density.png
Scale: 3 px per um. The die is cut into 8 by 8 equal tiles; white is low, dark blue is high, 0 to 100% covered.
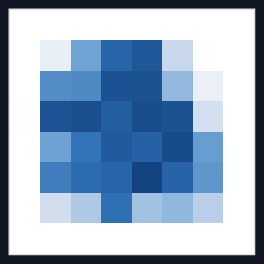
pdn.png
Scale: 6 px per um. Pins as bars on the die edge.
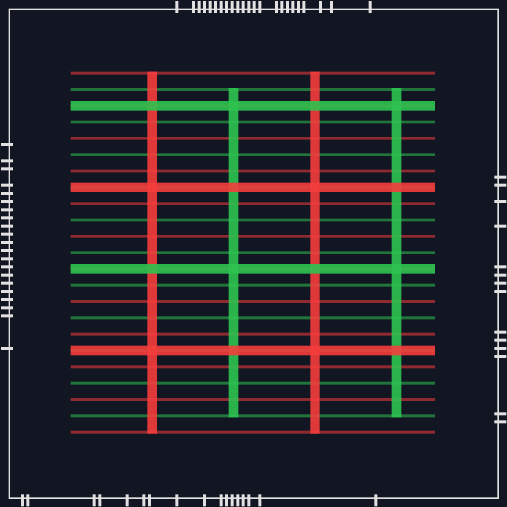
clock_map.png
Scale: 8 px per um.
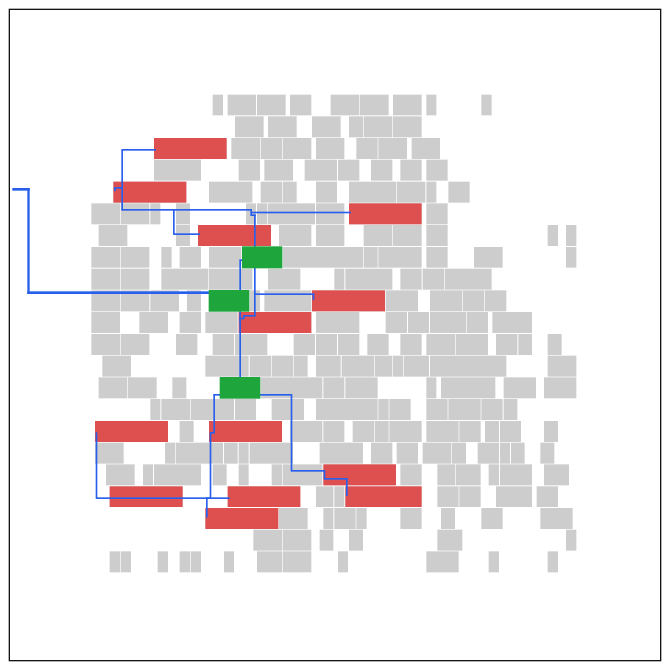
metal_stack.png
Scale: 8 px per um. Two of the layers only.
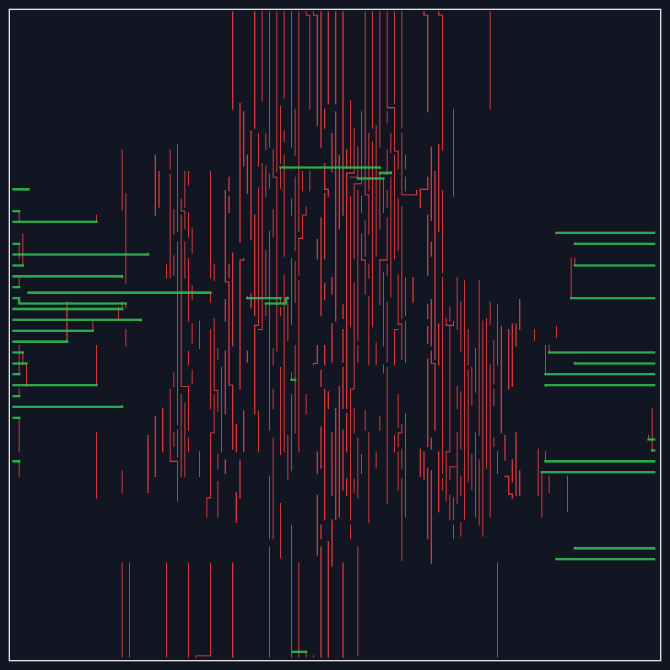
final_congestion.png
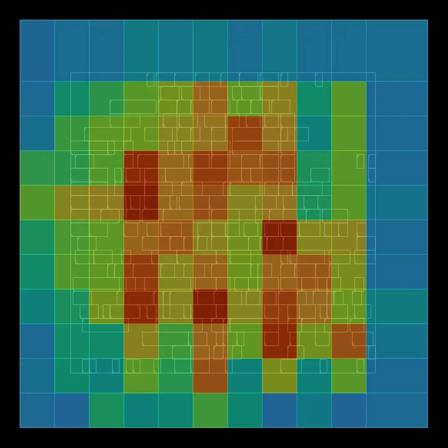
<file path="src/rtl/stream_mux_rr_pkg.sv">
// Shared constants and types for the stream_mux_rr channel multiplexer.
// Statistics counters are present only when MUX_STATS_EN is defined.
package mux_pkg;

    localparam logic MODE_FIXED = 1'b0;
    localparam logic MODE_RR    = 1'b1;

    localparam int              STAT_W   = 16;
    localparam logic [STAT_W-1:0] STAT_MAX = 16'hFFFF;

    typedef enum logic {
        ST_EMPTY = 1'b0,
        ST_FULL  = 1'b1
    } out_state_t;

endpackage

</file>
<file path="src/rtl/stream_mux_rr_arbiter.sv">
// Rotating-priority arbiter: grants the first requester at or after ptr,
// wrapping to channel 0. Output is one-hot or all-zero.
module rr_arbiter
    import mux_pkg::*;
#(
    parameter  int N_CH  = 4,
    localparam int SEL_W = $clog2(N_CH)
) (
    input  logic [N_CH-1:0]  req,
    input  logic [SEL_W-1:0] ptr,
    output logic [N_CH-1:0]  gnt
);

    logic [N_CH-1:0] req_hi;

    // Requests at or above the pointer take precedence over the wrapped ones.
    genvar gi;
    generate
        for (gi = 0; gi < N_CH; gi++) begin : g_mask
            assign req_hi[gi] = req[gi] && (SEL_W'(gi) >= ptr);
        end
    endgenerate

    always_comb begin
        logic found;
        gnt   = '0;
        found = 1'b0;
        for (int i = 0; i < N_CH; i++) begin
            if (!found && req_hi[i]) begin
                gnt[i] = 1'b1;
                found  = 1'b1;
            end
        end
        for (int i = 0; i < N_CH; i++) begin
            if (!found && req[i]) begin
                gnt[i] = 1'b1;
                found  = 1'b1;
            end
        end
    end

endmodule

</file>
<file path="src/rtl/stream_mux_rr.sv">
// N-channel valid/ready stream multiplexer with fixed-select and round-robin
// modes and a single registered output stage. Optional macro: MUX_STATS_EN.
module stream_mux_rr
    import mux_pkg::*;
#(
    parameter  int N_CH  = 4,
    parameter  int W     = 8,
    localparam int SEL_W = $clog2(N_CH)
) (
    input  logic                clk,
    input  logic                rst,
    input  logic                mode,
    input  logic [SEL_W-1:0]    sel,
    input  logic [N_CH-1:0]     in_valid,
    input  logic [N_CH*W-1:0]   in_data,
    output logic [N_CH-1:0]     in_ready,
    output logic                out_valid,
    output logic [W-1:0]        out_data,
    output logic [SEL_W-1:0]    out_ch,
    input  logic                out_ready,
    input  logic [SEL_W-1:0]    stat_sel,
    output logic [STAT_W-1:0]   stat_cnt
);

    out_state_t       state_reg;
    logic [W-1:0]     data_reg;
    logic [SEL_W-1:0] ch_reg;
    logic [SEL_W-1:0] ptr_reg;
    logic [SEL_W-1:0] ptr_next;

    logic             load_en;
    logic             xfer;
    logic [N_CH-1:0]  fixed_gnt;
    logic [N_CH-1:0]  rr_gnt;
    logic [N_CH-1:0]  grant;
    logic [SEL_W-1:0] gnt_idx;
    logic [W-1:0]     gnt_data;

    assign out_valid = (state_reg == ST_FULL);
    assign out_data  = data_reg;
    assign out_ch    = ch_reg;

    // Pass-through: the register may reload in the same cycle it drains.
    assign load_en = !out_valid || out_ready;

    // An out-of-range sel matches no channel and therefore grants nothing.
    genvar gi;
    generate
        for (gi = 0; gi < N_CH; gi++) begin : g_fixed
            assign fixed_gnt[gi] = in_valid[gi] && (sel == SEL_W'(gi));
        end
    endgenerate

    rr_arbiter #(.N_CH(N_CH)) u_arb (
        .req (in_valid),
        .ptr (ptr_reg),
        .gnt (rr_gnt)
    );

    assign grant    = (mode == MODE_RR) ? rr_gnt : fixed_gnt;
    assign in_ready = load_en ? grant : '0;
    assign xfer     = |in_ready;

    always_comb begin
        gnt_idx  = '0;
        gnt_data = '0;
        for (int i = 0; i < N_CH; i++) begin
            if (grant[i]) begin
                gnt_idx  = SEL_W'(i);
                gnt_data = in_data[i*W +: W];
            end
        end
    end

    assign ptr_next = (gnt_idx == SEL_W'(N_CH - 1)) ? '0 : gnt_idx + 1'b1;

    always_ff @(posedge clk or posedge rst) begin
        if (rst) begin
            state_reg <= ST_EMPTY;
            data_reg  <= '0;
            ch_reg    <= '0;
            ptr_reg   <= '0;
        end else if (load_en) begin
            if (xfer) begin
                state_reg <= ST_FULL;
                data_reg  <= gnt_data;
                ch_reg    <= gnt_idx;
                if (mode == MODE_RR) begin
                    ptr_reg <= ptr_next;
                end
            end else begin
                state_reg <= ST_EMPTY;
            end
        end
    end

`ifdef MUX_STATS_EN
    logic [STAT_W-1:0] cnt_reg [N_CH];

    generate
        for (gi = 0; gi < N_CH; gi++) begin : g_stat
            always_ff @(posedge clk or posedge rst) begin
                if (rst) begin
                    cnt_reg[gi] <= '0;
                end else if (in_ready[gi] && (cnt_reg[gi] != STAT_MAX)) begin
                    cnt_reg[gi] <= cnt_reg[gi] + 1'b1;
                end
            end
        end
    endgenerate

    always_comb begin
        stat_cnt = '0;
        for (int i = 0; i < N_CH; i++) begin
            if (stat_sel == SEL_W'(i)) begin
                stat_cnt = cnt_reg[i];
            end
        end
    end
`else
    logic unused_stat_sel;
    assign unused_stat_sel = ^stat_sel;
    assign stat_cnt        = '0;
`endif

endmodule
</file>
<file path="config.mk">
export PLATFORM = sky130hd
export DESIGN_NAME = stream_mux_rr
export DESIGN_NICKNAME = d
export VERILOG_FILES = /design/src/rtl/stream_mux_rr_pkg.sv /design/src/rtl/stream_mux_rr_arbiter.sv /design/src/rtl/stream_mux_rr.sv
export SDC_FILE = /design/constraint.sdc
export NUM_CORES = 1
export LEC_CHECK = 0
export ABC_AREA = 0
export CAP_MARGIN = 20
export CORE_MARGIN = 10
export CORE_UTILIZATION = 34
export CTS_CLUSTER_SIZE = 8
export DETAILED_ROUTE_END_ITERATION = 6
export GPL_ROUTABILITY_DRIVEN = 0
export PLACE_DENSITY = 0.76
export SYNTH_ARGS = -nofsm -noshare
export SYNTH_HDL_FRONTEND = slang
export SYNTH_HIERARCHICAL = 1
export SYNTH_SLANG_ARGS = --single-unit
</file>
<file path="constraint.sdc">
create_clock -name clk -period 2.02 [get_ports clk]
set_clock_uncertainty 0.15 [all_clocks]
set_input_delay 0.404 -clock clk [delete_from_list [all_inputs] [get_ports clk]]
set_output_delay 0.404 -clock clk [all_outputs]
set_load 0.005 [all_outputs]
</file>
==> run notes <==
run metrics: logic gate share of total power 0.664, Flop area approximately 330 um2, share of power burned in registers 0.223, CP arrival about 2.2 ns, final setup vio count 13, max-cap viol count 0, crit-path max FO 4, Resize count post-CTS 57, Ant. Diodes 0, Initial DRT Pass Iterations 4, Worst path max stage delay approximately 0.43 ns, cycle use final 1.10, failing checks negative setup slack, share of flip-flops with an asynchronous set or reset 1.00, Seq share, synth 0.255, Critical path destination out_data[0]$_DFFE_PP0P_, clk sink count 13, dominant cell type by area after synthesis dfrtp_1, Met1 Wirelength roughly 2000 um, Bufs and invs on worst path 4, number of global-route vias before repair approximately 1500, crit path cell chain buf_6, o211a_1, buf_4, buf_4, a221oi_4, buf_4, a2111oi_2, o32ai_2, fa+ha+maj area frac 0, most instantiated logic cell after routing clkdlybuf4s50_1, Clk Latency, worst-skew pair 0.24 ns, Critical Path Sink Type register, area reported by Yosys stat roughly 1300 um2, number of synthesized flops with an enable pin 0, slowest CP cell dfrtp_1, drt drc 0, Slew Viols, Final 0, Final Net Count ~280, TAP cells around 48, ratio of cells with drive above 1 in the final layout 0.421, comb. cell area approximately 930 um2, non-clock buffer count 100, Final clock-cell share 0.0195, LEAKAGE slightly below 1 nW, Yosys top cell by instances buf_4, hold_buf cts 0, WP depth 8, tool warning count 30, fin crit period 2.22 ns, top sig layer met4, IO Pins ~75, setup bufs post-CTS 6, Worst-path clk slew 0.06 ns, filler instances 304, placed insts 263, non-filler cells, final about 280, setup ws final -0.196 ns, post-DP HPWL roughly 3500 um, Mapped Avg Cell Area 9.37 um2, Reg-to-Reg Start ptr_reg[0]$_DFFE_PP0P_, max_slew headroom 0.656, Design Area, Final ~2300 um2, Top non-seq family AND-OR/OR-AND gates, status finished, violations left, Syn Inst Count 136, internal power 0.00131 W
Notes on density.png above:
tiles over 75% full: 25%
nearly empty tiles: 45%
densest ninth of the die: centre
fullest tile: 92%
mean over tiles: 34%
emptiest ninth of the die: upper right
fin util: 0.634
core area: 3630 um2
Initial Util: 0.351

Notes on pdn.png above:
legend:
  green:
    net: VDD
  red:
    net: VSS
signal pins: 75
met5 straps: 4
met1 rails: 23
rows: 22
met4 straps: 4
peak supply drop: 0.487 mV
Die H: 81.2 um
Die W: 81.2 um

Notes on clock_map.png above:
legend:
  red:
    item: flip-flops
    count: 13
  blue:
    item: clock wires
    length: 203 um
  green:
    item: cells driving clock nets
    count: 3
routed clock nets: 4
Clk. pwr: 0.000233 W
Clock Power Share: 0.113

Notes on metal_stack.png above:
legend:
  green:
    layer: met3
    wire_length: 328 um
  red:
    layer: met2
    wire_length: 2530 um
gr usage total: 0.140
Avg WL per Cell: 17.6 um

Notes on final_congestion.png above:
met2 usage: 0.245
busiest grt layer: met2
met3 global-route usage: 0.0397
grt met1 use: 0.159

Power figures rest on the tool's default switching activity, not on a simulated workload.
